<file path="config.mk">
export PLATFORM = sky130hd
export DESIGN_NAME = fir_coef_loader_flat
export DESIGN_NICKNAME = d
export VERILOG_FILES = /design/src/rtl/fir_coef_loader_if.sv /design/src/rtl/fir_coef_loader.sv /design/src/flat_wrapper.sv
export SDC_FILE = /design/constraint.sdc
export NUM_CORES = 1
export LEC_CHECK = 0
export CELL_PAD_IN_SITES_DETAIL_PLACEMENT = 1
export CELL_PAD_IN_SITES_GLOBAL_PLACEMENT = 1
export CORE_ASPECT_RATIO = 1.4
export CORE_MARGIN = 2
export CORE_UTILIZATION = 40
export CTS_CLUSTER_DIAMETER = 40
export CTS_CLUSTER_SIZE = 24
export DETAILED_ROUTE_END_ITERATION = 8
export PLACE_DENSITY_LB_ADDON = 0.25
export SYNTH_ARGS = -nofsm -noshare
export SYNTH_HDL_FRONTEND = slang
export SYNTH_SLANG_ARGS = --single-unit
</file>
<file path="constraint.sdc">
create_clock -name user_clk -period 3 [get_ports user_clk]
set_clock_uncertainty 0.05 [all_clocks]
set_input_delay 0.75 -clock user_clk [delete_from_list [all_inputs] [get_ports user_clk]]
set_output_delay 0.75 -clock user_clk [all_outputs]
set_load 0.02 [all_outputs]
</file>
<file path="src/rtl/fir_coef_loader_if.sv">
// Register-block and FIR read-port bundle for the coefficient loader.
// The master side is the register block plus the FIR tap reader.
interface fir_coef_loader_if #(
    parameter int COEF_W = 16
);
    logic [31:0]       coef_data_in;
    logic [31:0]       ctrl_in;
    logic [5:0]        coef_rd_addr;
    logic [COEF_W-1:0] coef_out;

    modport master (
        output coef_data_in,
        output ctrl_in,
        output coef_rd_addr,
        input  coef_out
    );

    modport slave (
        input  coef_data_in,
        input  ctrl_in,
        input  coef_rd_addr,
        output coef_out
    );
endinterface

</file>
<file path="src/rtl/fir_coef_loader.sv">
// Double-banked FIR coefficient store, loaded one tap pair per command
// through toggle-encoded controls and swapped on a frame boundary.
module fir_coef_loader #(
    parameter int N_TAPS = 32,
    parameter int COEF_W = 16
) (
    input  logic             user_clk,
    input  logic             user_rst_n,
    fir_coef_loader_if.slave bus,
    input  logic             sync_in,
    output logic             busy,
    output logic             swap_pending,
    output logic             active_bank,
    output logic [1:0]       err_flags,
    output logic [15:0]      load_count
);
    localparam int IW = $clog2(N_TAPS);

    localparam logic [1:0] IDLE    = 2'd0;
    localparam logic [1:0] WR_EVEN = 2'd1;
    localparam logic [1:0] WR_ODD  = 2'd2;

    logic [1:0]        state;
    logic [2:0]        ctrl_q;
    logic [2:0]        ev;
    logic              wr_ev;
    logic              cm_ev;
    logic              clr_ev;
    logic [5:0]        k_in;
    logic              k_ok;
    logic              wr_ok;
    logic              q_take;
    logic              drop;
    logic              swap;
    logic              q_valid;
    logic [31:0]       q_data;
    logic [IW-2:0]     q_k;
    logic [31:0]       cap_data;
    logic [IW-2:0]     cap_k;
    logic [1:0]        err_nx;
    logic              we;
    logic [IW-1:0]     wr_addr;
    logic [15:0]       wr_half;
    logic [IW-1:0]     rd_idx;
    logic              rd_ok;
    logic [COEF_W-1:0] coef_q;
    logic              unused_ctrl;

    logic [COEF_W-1:0] bank [2][N_TAPS];

    // A command is any change of a toggle bit since the previous cycle.
    assign ev     = bus.ctrl_in[31:29] ^ ctrl_q;
    assign wr_ev  = ev[2];
    assign cm_ev  = ev[1];
    assign clr_ev = ev[0];

    assign k_in  = bus.ctrl_in[5:0];
    assign k_ok  = {1'b0, k_in} < 7'(N_TAPS / 2);
    assign wr_ok = wr_ev & k_ok;

    assign busy = (state != IDLE);

    // In IDLE the queue slot is being drained, so a new write refills it.
    assign q_take = wr_ok & (busy ? ~q_valid : q_valid);
    assign drop   = wr_ok & busy & q_valid;
    assign swap   = sync_in & swap_pending & ~busy & ~q_valid;

    assign unused_ctrl = ^bus.ctrl_in[28:6];

    always_ff @(posedge user_clk or negedge user_rst_n) begin
        if (!user_rst_n) begin
            state      <= IDLE;
            ctrl_q     <= 3'b000;
            q_valid    <= 1'b0;
            q_data     <= '0;
            q_k        <= '0;
            cap_data   <= '0;
            cap_k      <= '0;
            load_count <= '0;
        end else begin
            ctrl_q <= bus.ctrl_in[31:29];
            unique case (state)
                IDLE: begin
                    if (q_valid) begin
                        cap_data <= q_data;
                        cap_k    <= q_k;
                        state    <= WR_EVEN;
                    end else if (wr_ok) begin
                        cap_data <= bus.coef_data_in;
                        cap_k    <= k_in[IW-2:0];
                        state    <= WR_EVEN;
                    end
                end
                WR_EVEN: state <= WR_ODD;
                WR_ODD: begin
                    load_count <= load_count + 16'd1;
                    state      <= IDLE;
                end
                default: state <= IDLE;
            endcase
            if (q_take) begin
                q_valid <= 1'b1;
                q_data  <= bus.coef_data_in;
                q_k     <= k_in[IW-2:0];
            end else if (!busy) begin
                q_valid <= 1'b0;
            end
        end
    end

    always_comb begin
        err_nx = clr_ev ? 2'b00 : err_flags;
        if (wr_ev && !k_ok) err_nx[0] = 1'b1;
        if (drop) err_nx[1] = 1'b1;
    end

    assign we      = (state == WR_EVEN) || (state == WR_ODD);
    assign wr_addr = {cap_k, state == WR_ODD};
    assign wr_half = (state == WR_ODD) ? cap_data[15:0]
                                       : cap_data[31:16];

    always_ff @(posedge user_clk) begin
        if (we) bank[~active_bank][wr_addr] <= COEF_W'(wr_half);
    end

    assign rd_idx = bus.coef_rd_addr[IW-1:0];
    assign rd_ok  = {1'b0, bus.coef_rd_addr} < 7'(N_TAPS);

    always_ff @(posedge user_clk or negedge user_rst_n) begin
        if (!user_rst_n) begin
            swap_pending <= 1'b0;
            active_bank  <= 1'b0;
            err_flags    <= 2'b00;
            coef_q       <= '0;
        end else begin
            err_flags <= err_nx;
            if (swap) begin
                active_bank  <= ~active_bank;
                swap_pending <= 1'b0;
            end else if (cm_ev) begin
                swap_pending <= 1'b1;
            end
            coef_q <= rd_ok ? bank[active_bank][rd_idx] : '0;
        end
    end

    assign bus.coef_out = coef_q;
endmodule

</file>
<file path="src/flat_wrapper.sv">
// flat-port wrapper written by rule: the top's interface ports become plain ports
module fir_coef_loader_flat 
#(
    parameter int N_TAPS = 32,
    parameter int COEF_W = 16
)
  (user_clk, user_rst_n, sync_in, busy, swap_pending, active_bank, err_flags, load_count, bus_coef_data_in, bus_ctrl_in, bus_coef_rd_addr, bus_coef_out);
  fir_coef_loader_if #(.COEF_W(COEF_W)) bus_i ();
  input  logic user_clk;
  input  logic user_rst_n;
  input  logic sync_in;
  output logic busy;
  output logic swap_pending;
  output logic active_bank;
  output logic [1:0] err_flags;
  output logic [15:0] load_count;
  input wire logic [$bits(bus_i.coef_data_in)-1:0] bus_coef_data_in;
  input wire logic [$bits(bus_i.ctrl_in)-1:0] bus_ctrl_in;
  input wire logic [$bits(bus_i.coef_rd_addr)-1:0] bus_coef_rd_addr;
  output wire logic [$bits(bus_i.coef_out)-1:0] bus_coef_out;
  assign bus_i.coef_data_in = bus_coef_data_in;
  assign bus_i.ctrl_in = bus_ctrl_in;
  assign bus_i.coef_rd_addr = bus_coef_rd_addr;
  assign bus_coef_out = bus_i.coef_out;
  fir_coef_loader #(.N_TAPS(N_TAPS), .COEF_W(COEF_W)) u_core (.user_clk(user_clk), .user_rst_n(user_rst_n), .bus(bus_i), .sync_in(sync_in), .busy(busy), .swap_pending(swap_pending), .active_bank(active_bank), .err_flags(err_flags), .load_count(load_count));
endmodule
</file>
==> GITHUB_STEP_SUMMARY <==
### Metrics collected by this job

| Metric | Value |
|---|---|
| Outcome | finished, final reports clean |
| Clock sink count | 1138 |
| Number of enable-type register cells in the synthesized netlist | 1024 |
| Busiest layer in global routing | met2 |
| Vias per std cell | 5.58 |
| Cell at the root of the clock tree | sky130_fd_sc_hd__clkbuf_16 |
| Sequential-to-total area share from yosys stat | 76.1% |
| Syn avg cell area | 20.6 sq um |
| Mux cell area share after synthesis | 16.0% |
| Met2 routing resource usage after global routing | 37.2% |
| Distinct cell type count after synthesis | 54 |
| Placeable core region | 110000 sq um |
| Syn_nets | 2217 |
| Switching part of the total power | 31.0% |
| Sequential power | 22.0 mW |
| XOR/XNOR Area Share | 0.377% |
| Global placement routability congestion | 0.892 |
| Fillers | 9984 |
| Met1 Routed Length | 46700 um |
| Stage-log warning count | 52 |
| Final number of hold-violating endpoints | 0 |
| Via count of the first global-routing pass | 24300 |
| Cell count in the Yosys report | 2139 |
| Effective utilization at floorplan | 40.2% |
| Critical Path AT | 2120 ps |
| Gr ovfl total | 0 |
| Layout cell share with drive strength beyond 1 | 29.8% |
| Horiz. Die Dim | 285 um |
| Slew @ Worst Pin | 916 ps |
| Hold Crit Class | flop to flop |
| Dominant power group | sequential cells |
| Mapped Area | 44200 sq um |
| First-pass GRT wire length | 174000 um |
| Met3 routed WL | 5700 um |
| Cell with the most instances after synthesis | sky130_fd_sc_hd__edfxtp_1 |
| Yosys stat chip area | 44200 sq um |
| Synthesized netlist cell count | 2139 |
| Post-synthesis share of cell area spent on and, or, nand and nor gates | 2.71% |
| Register-to-Register Path Depth | 10 |
| Shortest clock period the worst path allows after layout | 2920 ps |
| Post-synth area hogs | sky130_fd_sc_hd__edfxtp_1, sky130_fd_sc_hd__mux4_2, sky130_fd_sc_hd__dfrtp_1 |
| Final Net Count | 2572 |
| Proportion of power drawn by combinational gates | 23.8% |
| Number of synthesized register bits | 1138 |
| Critical Path Start Type | flop |
| Pwr Density | 920 nW/um^2 |
| Met3 Resource Use GR | 3.13% |
| Ranking of synthesized cells by instance count | sky130_fd_sc_hd__edfxtp_1, sky130_fd_sc_hd__mux4_2, sky130_fd_sc_hd__nor2_1 |
| CTS Buf Count | 112 |
| Most numerous logic cells after layout | sky130_fd_sc_hd__edfxtp_1, sky130_fd_sc_hd__mux4_2, sky130_fd_sc_hd__buf_4, sky130_fd_sc_hd__nor2_1, sky130_fd_sc_hd__clkbuf_16 |
| Cell-internal power | 33.5 mW |
| Main logic family after synthesis | multiplexers |
| Leakage power of the design | 17.5 nW |
| Switch Pwr | 15.1 mW |
| Post-CTS repair timing setup buffer count | 1 |
| Sequential cell fraction of total power | 45.2% |
| Antenna Nets Post-Route | 0 |
| Highest signal layer in the routed design | met4 |
| CTS Hold Bufs | 1 |
| # rows | 144 |
| Antenna violations before repair | 0 |
| Worst setup slack before clock tree synthesis | -251 ps |
| Number of buffers inserted by port buffering | 86 |
| Cell total after placement | 3838 |
| Detailed-router iteration count before antenna repair | 4 |
| FFs w/ async S/R, synth | 10.0% |
| Number of gates given a new drive strength after cts | 1 |
| Total of endpoints with negative setup slack in the final report | 0 |
| Estimated wirelength of the detail-placed design | 78700 um |
| Clk pin slew, worst setup/hold paths | 60 ps |
| Max Buffers Root-to-Sink | 3 |
| Headroom to the max-slew limit | 38.9% |
| Share of the clock period used by the worst path | 97.2% |
| Final Max Tran Viols | 0 |
| Combinational group power | 11.6 mW |
| Post-route DRC | 0 |
| Most used DFF post-synth | sky130_fd_sc_hd__edfxtp_1 |
| Data required time of the worst path | 2200 ps |
| Worst setup EP type | output port |
| Final std cells w/o fill | 4053 |
| Count of inserted antenna diode cells | 0 |
| VDD IR-drop max | 0.000654 V |
| Max-cap violations | 0 |
| Depth of the CTS H-tree | 3 |
| Overall die height | 397 um |
| I/O pin cnt | 110 |
| Final setup margin | 83.4 ps |
| Crit Path Category | flop to output port |
| Fmax | 343 MHz |
## critical path, cell delays in order, from the launching register on
cell	delay (ps)
sky130_fd_sc_hd__dfrtp_4	460
sky130_fd_sc_hd__buf_12	150
sky130_fd_sc_hd__buf_12	170
sky130_fd_sc_hd__clkdlybuf4s50_1	630
## worst paths after layout
check | from | endpoint | slack (ps)
max in group asynchronous | user_rst_n | u_core.active_bank$_DFFE_PN0P_ | 1520
min in group asynchronous | user_rst_n | u_core.q_data[21]$_DFFE_PN0P_ | 600
max reg2reg | u_core.active_bank$_DFFE_PN0P_ | u_core.bus.coef_out[2]$_DFF_PN0_ | 100
max | u_core.active_bank$_DFFE_PN0P_ | active_bank | 80
min reg2reg | u_core.load_count[15]$_DFFE_PN0P_ | u_core.load_count[15]$_DFFE_PN0P_ | 430
min | u_core.load_count[15]$_DFFE_PN0P_ | u_core.load_count[15]$_DFFE_PN0P_ | 430
## sequential cells by signal, summed over array words and instances (netlist names)
signal,count
u_core.ctrl_q,3
u_core.q_k,4
u_core.q_valid,1
u_core.state,2
u_core.bus.coef_out,16
u_core.cap_k,4
u_core.active_bank,1
u_core.cap_data,32
u_core.load_count,16
u_core.swap_pending,1
u_core.q_data,32
u_core.bank,1024
u_core.err_flags,2
## through the flow
stage	instance area, sq um	util (%)	power [mW]	TNS, ps
after floorplan	44200	-	28.6	0
after global placement	48700	44.4	33.5	-345
after detailed placement	48700	44.4	34.0	-547
after CTS	52800	48.1	49.0	0
after global routing	52800	48.1	50.3	0
final	52800	48.1	48.6	0
## cell type report
class	count	area (sq um)	share of cell area, %
Clock buffer	117	2860	5.43
Clock inverter	96	1200	2.27
Inverter	9	33.8	0.0640
Multi-Input combinational cell	882	9760	18.5
Sequential cell	1138	33600	63.7
Tap cell	1460	1830	3.46
Timing Repair Buffer	351	3470	6.57
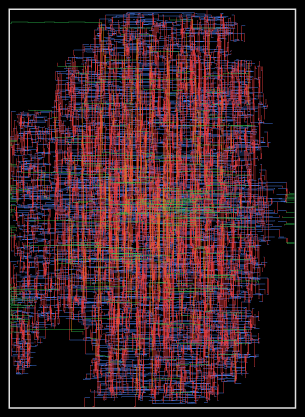
Fig. 1. Wiring by layer.
Drawn at 1 px/um.
Key: blue = met1 [wire length 46.7 mm]; orange = met4 [wire length 5620 um]; red = met2 [wire length 61.7 mm]; green = met3 [wire length 5700 um]
routed wirelength normalized by instance count: 29.5 um
Via Count: 22600
global-route total usage across every layer: 21.4%
DRT Wirelength: 120000 um

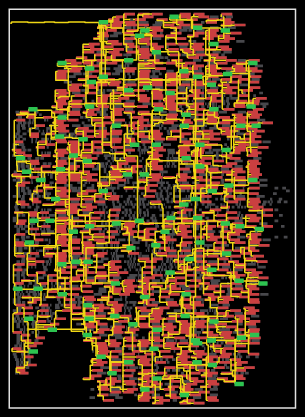
Fig. 2. Clock distribution.
Drawn at 1 px/um.
Key: green = cells driving clock nets [count 112]; red = flip-flops [count 1138]; yellow = clock wires [length 13200 um]
Position of the flops: all over the die. There are 113 routed clock nets.
fraction of power consumed by the clock network: 30.9%
clock group power: 15.0 mW
worst-skew pair later-pin latency: 750 ps

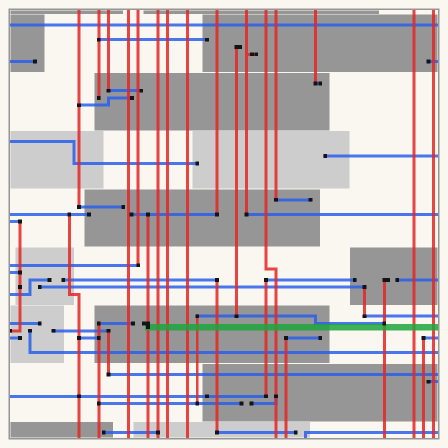
Fig. 3. Layout detail.
Window x 204 to 224, y 89 to 109 um. Cells in gray, sequential cells in the stronger gray; small squares are vias.
Key: blue = met1; red = met2; green = met3
Netlist names of flops here include `u_core.bank` (5). Sequential cells in the window: 5. Most frequent: edfxtp_1 (5), a22oi_1 (2), buf_12 (2). 9 logic cells have their middle in the window.

No activity file was given, so power comes from the tool's default toggle rates.
